<file path="src/rtl/calc_pkg.sv">
// calc_pkg: shared key codes, sign nibbles and enums for the BCD calculator
// sequencer. The sign-flip helper is used when capturing ALU results.
package calc_pkg;

    localparam logic [3:0]  KEY_MINUS = 4'd10;
    localparam logic [3:0]  KEY_PLUS  = 4'd11;
    localparam logic [3:0]  KEY_EQ    = 4'd12;
    localparam logic [3:0]  KEY_CLR   = 4'd13;

    localparam logic [3:0]  SIGN_POS  = 4'd0;
    localparam logic [3:0]  SIGN_NEG  = 4'd10;
    localparam logic [11:0] BCD_MAX   = 12'h999;

    typedef enum logic [1:0] {
        OP_LOAD,
        OP_PLUS,
        OP_MINUS
    } op_e;

    typedef enum logic [1:0] {
        ST_ENTRY,
        ST_EXEC,
        ST_SHOW
    } fsm_e;

    function automatic logic [3:0] flip_sign(input logic [3:0] s);
        return (s == SIGN_NEG) ? SIGN_POS : SIGN_NEG;
    endfunction

endpackage

</file>
<file path="src/rtl/calc_sequencer_bcd3_carry.sv">
// bcd3_carry: carry-out of a 3-digit BCD addition, i.e. (a + b) > 999.
// Ports: a, b = 3-digit BCD magnitudes; cout = 1 when the sum needs 4 digits.
module bcd3_carry (
    input  logic [11:0] a,
    input  logic [11:0] b,
    output logic        cout
);

    logic [4:0] sum;
    logic       c;

    always_comb begin
        sum = 5'd0;
        c   = 1'b0;
        for (int i = 0; i < 3; i++) begin
            sum = {1'b0, a[4*i +: 4]} + {1'b0, b[4*i +: 4]} + {4'd0, c};
            c   = (sum > 5'd9);
        end
        cout = c;
    end

endmodule

</file>
<file path="src/rtl/calc_sequencer.sv">
// calc_sequencer: keypad sequencer around an external 3-digit signed-BCD ALU.
// Ports: clk/rst; key_valid/key_code/key_ready key input; alu_sign/alu_num/
// alu_sub registered ALU operands, alu_res ALU result; disp display word;
// done accumulator-update pulse; err sticky overflow.
module calc_sequencer
    import calc_pkg::*;
(
    input  logic        clk,
    input  logic        rst,
    input  logic        key_valid,
    input  logic [3:0]  key_code,
    output logic        key_ready,
    output logic [3:0]  alu_sign,
    output logic [11:0] alu_num,
    output logic [11:0] alu_sub,
    input  logic [15:0] alu_res,
    output logic [15:0] disp,
    output logic        done,
    output logic        err
);

    fsm_e        fsm_q, fsm_d;
    op_e         pend_op_q, pend_op_d;
    op_e         exec_op_q, exec_op_d;
    logic [3:0]  acc_sign_q, acc_sign_d;
    logic [11:0] acc_mag_q, acc_mag_d;
    logic [11:0] entry_q, entry_d;
    logic [1:0]  ndig_q, ndig_d;
    logic [3:0]  alu_sign_q, alu_sign_d;
    logic [11:0] alu_num_q, alu_num_d;
    logic [11:0] alu_sub_q, alu_sub_d;
    logic [15:0] disp_q, disp_d;
    logic        done_q, done_d;
    logic        err_q, err_d;

    logic        carry;
    logic [3:0]  res_sign;
    op_e         key_op;

    // Magnitudes only overflow when the ALU is asked for -(A+B).
    bcd3_carry u_carry (
        .a    (alu_num_q),
        .b    (alu_sub_q),
        .cout (carry)
    );

    always_comb begin
        fsm_d      = fsm_q;
        pend_op_d  = pend_op_q;
        exec_op_d  = exec_op_q;
        acc_sign_d = acc_sign_q;
        acc_mag_d  = acc_mag_q;
        entry_d    = entry_q;
        ndig_d     = ndig_q;
        alu_sign_d = alu_sign_q;
        alu_num_d  = alu_num_q;
        alu_sub_d  = alu_sub_q;
        done_d     = 1'b0;
        err_d      = err_q;
        res_sign   = SIGN_POS;
        key_op     = OP_LOAD;

        case (key_code)
            KEY_PLUS:  key_op = OP_PLUS;
            KEY_MINUS: key_op = OP_MINUS;
            default:   key_op = OP_LOAD;
        endcase

        if (fsm_q == ST_EXEC) begin
            if (exec_op_q == OP_LOAD) begin
                acc_sign_d = SIGN_POS;
                acc_mag_d  = entry_q;
            end else if (alu_sign_q == SIGN_NEG && carry) begin
                acc_sign_d = SIGN_POS;
                acc_mag_d  = BCD_MAX;
                err_d      = 1'b1;
            end else begin
                res_sign = alu_res[15:12];
                if (exec_op_q == OP_PLUS) begin
                    res_sign = flip_sign(res_sign);
                end
                if (alu_res[11:0] == 12'h000) begin
                    res_sign = SIGN_POS;
                end
                acc_sign_d = res_sign;
                acc_mag_d  = alu_res[11:0];
            end
            entry_d = 12'h000;
            ndig_d  = 2'd0;
            done_d  = 1'b1;
            fsm_d   = ST_SHOW;
        end else if (key_valid) begin
            if (key_code == KEY_CLR) begin
                fsm_d      = ST_ENTRY;
                pend_op_d  = OP_LOAD;
                exec_op_d  = OP_LOAD;
                acc_sign_d = SIGN_POS;
                acc_mag_d  = 12'h000;
                entry_d    = 12'h000;
                ndig_d     = 2'd0;
                alu_sign_d = SIGN_POS;
                alu_num_d  = 12'h000;
                alu_sub_d  = 12'h000;
                err_d      = 1'b0;
            end else if (key_code <= 4'd9) begin
                // Entry is already cleared in SHOW, so shifting in
                // the digit there yields {8'h0, d}.
                if (ndig_q < 2'd3) begin
                    entry_d = {entry_q[7:0], key_code};
                    ndig_d  = ndig_q + 2'd1;
                end
                fsm_d = ST_ENTRY;
            end else if (key_code == KEY_PLUS || key_code == KEY_MINUS ||
                         key_code == KEY_EQ) begin
                if (ndig_q != 2'd0) begin
                    exec_op_d = pend_op_q;
                    pend_op_d = key_op;
                    if (pend_op_q != OP_LOAD) begin
                        // Plus on a positive acc, or minus on a negative
                        // one, adds magnitudes: ask for -(A+B).
                        alu_sign_d = ((pend_op_q == OP_PLUS) ^
                                      (acc_sign_q == SIGN_NEG))
                                     ? SIGN_NEG : SIGN_POS;
                        alu_num_d  = acc_mag_q;
                        alu_sub_d  = entry_q;
                    end
                    fsm_d = ST_EXEC;
                end else if (key_code != KEY_EQ) begin
                    pend_op_d = key_op;
                    fsm_d     = ST_ENTRY;
                end
            end
        end

        if (fsm_d == ST_EXEC) begin
            disp_d = disp_q;
        end else if (fsm_d == ST_ENTRY && ndig_d != 2'd0) begin
            disp_d = {SIGN_POS, entry_d};
        end else begin
            disp_d = {acc_sign_d, acc_mag_d};
        end
    end

    always_ff @(posedge clk) begin
        if (rst) begin
            fsm_q      <= ST_ENTRY;
            pend_op_q  <= OP_LOAD;
            exec_op_q  <= OP_LOAD;
            acc_sign_q <= SIGN_POS;
            acc_mag_q  <= 12'h000;
            entry_q    <= 12'h000;
            ndig_q     <= 2'd0;
            alu_sign_q <= SIGN_POS;
            alu_num_q  <= 12'h000;
            alu_sub_q  <= 12'h000;
            disp_q     <= 16'h0000;
            done_q     <= 1'b0;
            err_q      <= 1'b0;
        end else begin
            fsm_q      <= fsm_d;
            pend_op_q  <= pend_op_d;
            exec_op_q  <= exec_op_d;
            acc_sign_q <= acc_sign_d;
            acc_mag_q  <= acc_mag_d;
            entry_q    <= entry_d;
            ndig_q     <= ndig_d;
            alu_sign_q <= alu_sign_d;
            alu_num_q  <= alu_num_d;
            alu_sub_q  <= alu_sub_d;
            disp_q     <= disp_d;
            done_q     <= done_d;
            err_q      <= err_d;
        end
    end

    assign key_ready = (fsm_q != ST_EXEC);
    assign alu_sign  = alu_sign_q;
    assign alu_num   = alu_num_q;
    assign alu_sub   = alu_sub_q;
    assign disp      = disp_q;
    assign done      = done_q;
    assign err       = err_q;

endmodule

</file>
<file path="config.mk">
export PLATFORM = sky130hd
export DESIGN_NAME = calc_sequencer
export DESIGN_NICKNAME = d
export VERILOG_FILES = /design/src/rtl/calc_pkg.sv /design/src/rtl/calc_sequencer_bcd3_carry.sv /design/src/rtl/calc_sequencer.sv
export SDC_FILE = /design/constraint.sdc
export NUM_CORES = 1
export LEC_CHECK = 0
export ABC_AREA = 1
export CORE_ASPECT_RATIO = 1.2
export CORE_MARGIN = 3
export CORE_UTILIZATION = 51
export CTS_CLUSTER_SIZE = 16
export DETAILED_ROUTE_END_ITERATION = 12
export PLACE_DENSITY = 0.74
export SLEW_MARGIN = 5
export SYNTH_ARGS = -nofsm -noshare
export SYNTH_HDL_FRONTEND = slang
export SYNTH_SLANG_ARGS = --single-unit
</file>
<file path="constraint.sdc">
create_clock -name clk -period 5.8 [get_ports clk]
set_input_delay 1.16 -clock clk [delete_from_list [all_inputs] [get_ports clk]]
set_output_delay 1.16 -clock clk [all_outputs]
set_load 0.005 [all_outputs]
</file>
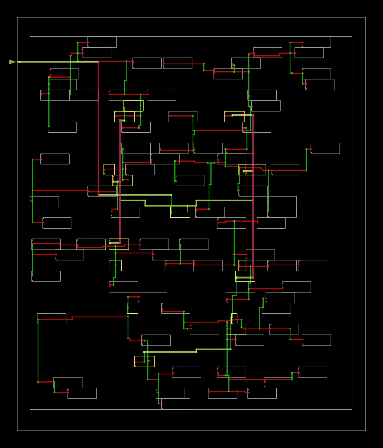
**Above:** the clock network.
Clock Skews: 0.0119 ns
Clock Sinks: 79
clk_lat worst skew: 0.36 ns
clk pwr: 0.000374 W

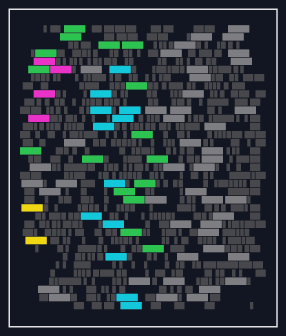
**Above:** sequential cells coloured by netlist name.
Other sequential cells in the stronger grey, the rest of the logic in the fainter grey.
colour	netlist name	placed flops
cyan	`entry_q`	12
yellow	`fsm_q`	2
magenta	`acc_sign_q`	4
green	`disp`	16
not coloured	45

==> impl_metrics.env <==
# yosys + openroad results
export IMPL_fin_crit_sh=0.828
export IMPL_cts_buffers=9
export IMPL_synth_cell_type_count=43
export IMPL_hold_path_depth=2
export IMPL_fin_tns_setup_ns=0
export IMPL_dp_cells=716
export IMPL_clockBufferCount=11
export IMPL_place_gp_congestion=0.892
export IMPL_drtIter0Drc=262
export IMPL_holdWs_ns=0.473
export IMPL_top_cells_by_area="dfxtp_1, nand2_1, a21oi_1"
export IMPL_maxCapViolations=0
export IMPL_cts_buffer_depth=2
export IMPL_synth_area_um2=4210
export IMPL_routedWlPerCell_um=15.3
export IMPL_crit_path_end_kind="flop"
export IMPL_power_w=0.00109
export IMPL_route_final_wire_length_mm=11.2
export IMPL_avgSynthCellArea_um2=7.18
export IMPL_clkCellAreaFrac=0.0349
export IMPL_final_cell_mix="nand2_1, dfxtp_1, clkdlybuf4s50_1, a21oi_1"
export IMPL_buffer_area_frac=0.136
export IMPL_initial_core_util=0.537
export IMPL_hold_path_end="alu_sub[7]$_SDFFE_PP0P_"
export IMPL_sh_comb_area=0.445
export IMPL_regToRegStartpoint="alu_num[0]$_SDFFE_PP0P_"
export IMPL_finalCriticalPeriod_ns=4.80
export IMPL_fin_area_um2=5010
export IMPL_status="finished, final reports clean"
export IMPL_cts_tree="yes"
export IMPL_coreArea_um2=7840
export IMPL_cp_max_fo=12
export IMPL_cpPeakStageDelay_ns=0.38
export IMPL_yosysTopAreaCellShare=0.375
export IMPL_ctsHoldBuffers=0
export IMPL_port_buffers=67
export IMPL_yosysWarningCount=0
export IMPL_slowest_stage="fa_1"
export IMPL_grt_usage=0.249
export IMPL_hpwl_mm=8.11
export IMPL_row_count=35
export IMPL_p_leak_nw=2.16
export IMPL_largest_area_cell="dfxtp_1"
export IMPL_htree_levels=3
export IMPL_fin_nets=673
export IMPL_logic_gates=414
export IMPL_cp_start_kind="flop"
export IMPL_via_per_inst=5.52
export IMPL_n_sequential_cell=79
export IMPL_nNonClkBuffers=69
export IMPL_rsz0062_at_grt="false"
export IMPL_ios=70
export IMPL_worstHoldStart="alu_sub[7]$_SDFFE_PP0P_"
export IMPL_warnings=29
export IMPL_grt_pass1_vias=3780
export IMPL_grt_max_degree=63
export IMPL_power_density_nw_per_um2=216
export IMPL_die_w_um=89.0
export IMPL_swShare=0.282
export IMPL_worst_pin_slew_ns=0.841
export IMPL_arrival_ns=5.04
export IMPL_path_depth=27
export IMPL_startpoint="alu_num[0]$_SDFFE_PP0P_"
export IMPL_path_clk_slew_ns=0.09
export IMPL_n_antenna_cell=0
export IMPL_seqPwrFrac=0.526
export IMPL_hp_class="reg -> reg"
export IMPL_setup_viol=0
export IMPL_synth_chip_area_um2=4210
export IMPL_final_max_slew_viol_count=0
export IMPL_firstDrtPassIters=5
export IMPL_synth_cells=587
export IMPL_path_delay_family="adder cells"
export IMPL_overflow=0
export IMPL_synth_flop_count=79
export IMPL_setup_worst_path_end="disp[1]$_SDFFE_PP0P_"
export IMPL_post_cts_buffers=0
export IMPL_antenna_found_initial=0
export IMPL_comb_area_um2=2230
export IMPL_finalHoldViolCount=0
export IMPL_final_seq_area_um2=1580
export IMPL_seq_area_frac_synth=0.375
export IMPL_r2r_cells=27
export IMPL_pre_cts_slack_ns=0.996
export IMPL_die_h_um=106
export IMPL_drive_above_1_share=0.0719
export IMPL_num_vias=4039
export IMPL_dieArea_um2=9390
export IMPL_reg2reg_setup_slack_ns=1.0
export IMPL_cts_resized=0
export IMPL_power_net_switching_w=0.000306
export IMPL_r2r_end="disp[1]$_SDFFE_PP0P_"
export IMPL_ys_cells=587
export IMPL_nWellTaps=92
export IMPL_cts_root_buf="clkbuf_8"
export IMPL_crit_required_ns=6.04
export IMPL_post_route_util=0.640
export IMPL_drc_errors=0
export IMPL_crit_type="reg -> reg"
export IMPL_clockPowerShare=0.345
export IMPL_p_comb_frac=0.129
export IMPL_dpl_cell_area_um2=4840
export IMPL_layout_top_cell="nand2_1"
export IMPL_postRouteAntennaNets=0
export IMPL_num_nonclk_inverters=62
export IMPL_cp_common_cell="inv_1"
export IMPL_n_fill_cell=713
export IMPL_seq_share=0.315
export IMPL_grt_pass1_wl_mm=18.4
-- synth_stat cells --
cell type,count
a2111oi_0,1
a211oi_1,2
a21boi_0,1
a21oi_1,64
a21oi_2,6
a31oi_1,3
a31oi_4,1
buf_1,1
buf_2,9
buf_4,4
buf_6,4
clkbuf_1,14
clkbuf_2,1
conb_1,1
dfxtp_1,79
fa_1,5
ha_1,10
inv_1,57
inv_2,5
mux2i_1,2
nand2_1,120
nand2_2,6
nand2_4,1
nand3_1,30
nand3_4,1
nand3b_1,20
nand4_1,1
nor2_1,57
nor2_2,2
nor2_4,1
nor3_1,18
nor3_4,1
nor3b_1,4
nor4_1,10
o211a_1,1
o211ai_1,3
o21a_1,1
o21ai_0,33
o21ai_2,1
o21bai_1,1
o31ai_2,1
or2_2,2
xnor2_1,2
-- flip-flops by register name (all words and copies together) (netlist names) --
register,count
disp,16
acc_mag_q,12
alu_num,12
alu_sub,12
entry_q,12
acc_sign_q,4
exec_op_q,2
fsm_q,2
ndig_q,2
pend_op_q,2
alu_sign,1
done,1
err,1
-- power by group through the flow --
stage,registers (W),logic [W],clock network (W)
floorplan,0.000578,0.0000938,0
global placement,0.000583,0.000137,0
detailed placement,0.000583,0.000139,0
CTS,0.000571,0.000139,0.000380
global route,0.000573,0.000155,0.000399
finish,0.000571,0.000140,0.000374
-- kinds of logic (layout without fill, tap and decap cells) --
logic type,after synthesis,count (layout),synth area share
other cells,1,2,0.000890
fa+ha+maj,15,15,0.0535
flops,79,79,0.375
simple gates,274,274,0.302
mux,2,2,0.00475
buf+inv,95,147,0.0983
compound gates,119,119,0.161
xor+xnor,2,2,0.00416
-- per-layer routing --
layer,global-route usage,part of all wire
met5,0,0
met1,0.341,0.45
met2,0.398,0.49
met3,0.0367,0.051
met4,0.0798,0.016
Power is estimated from default activity; no workload was simulated.
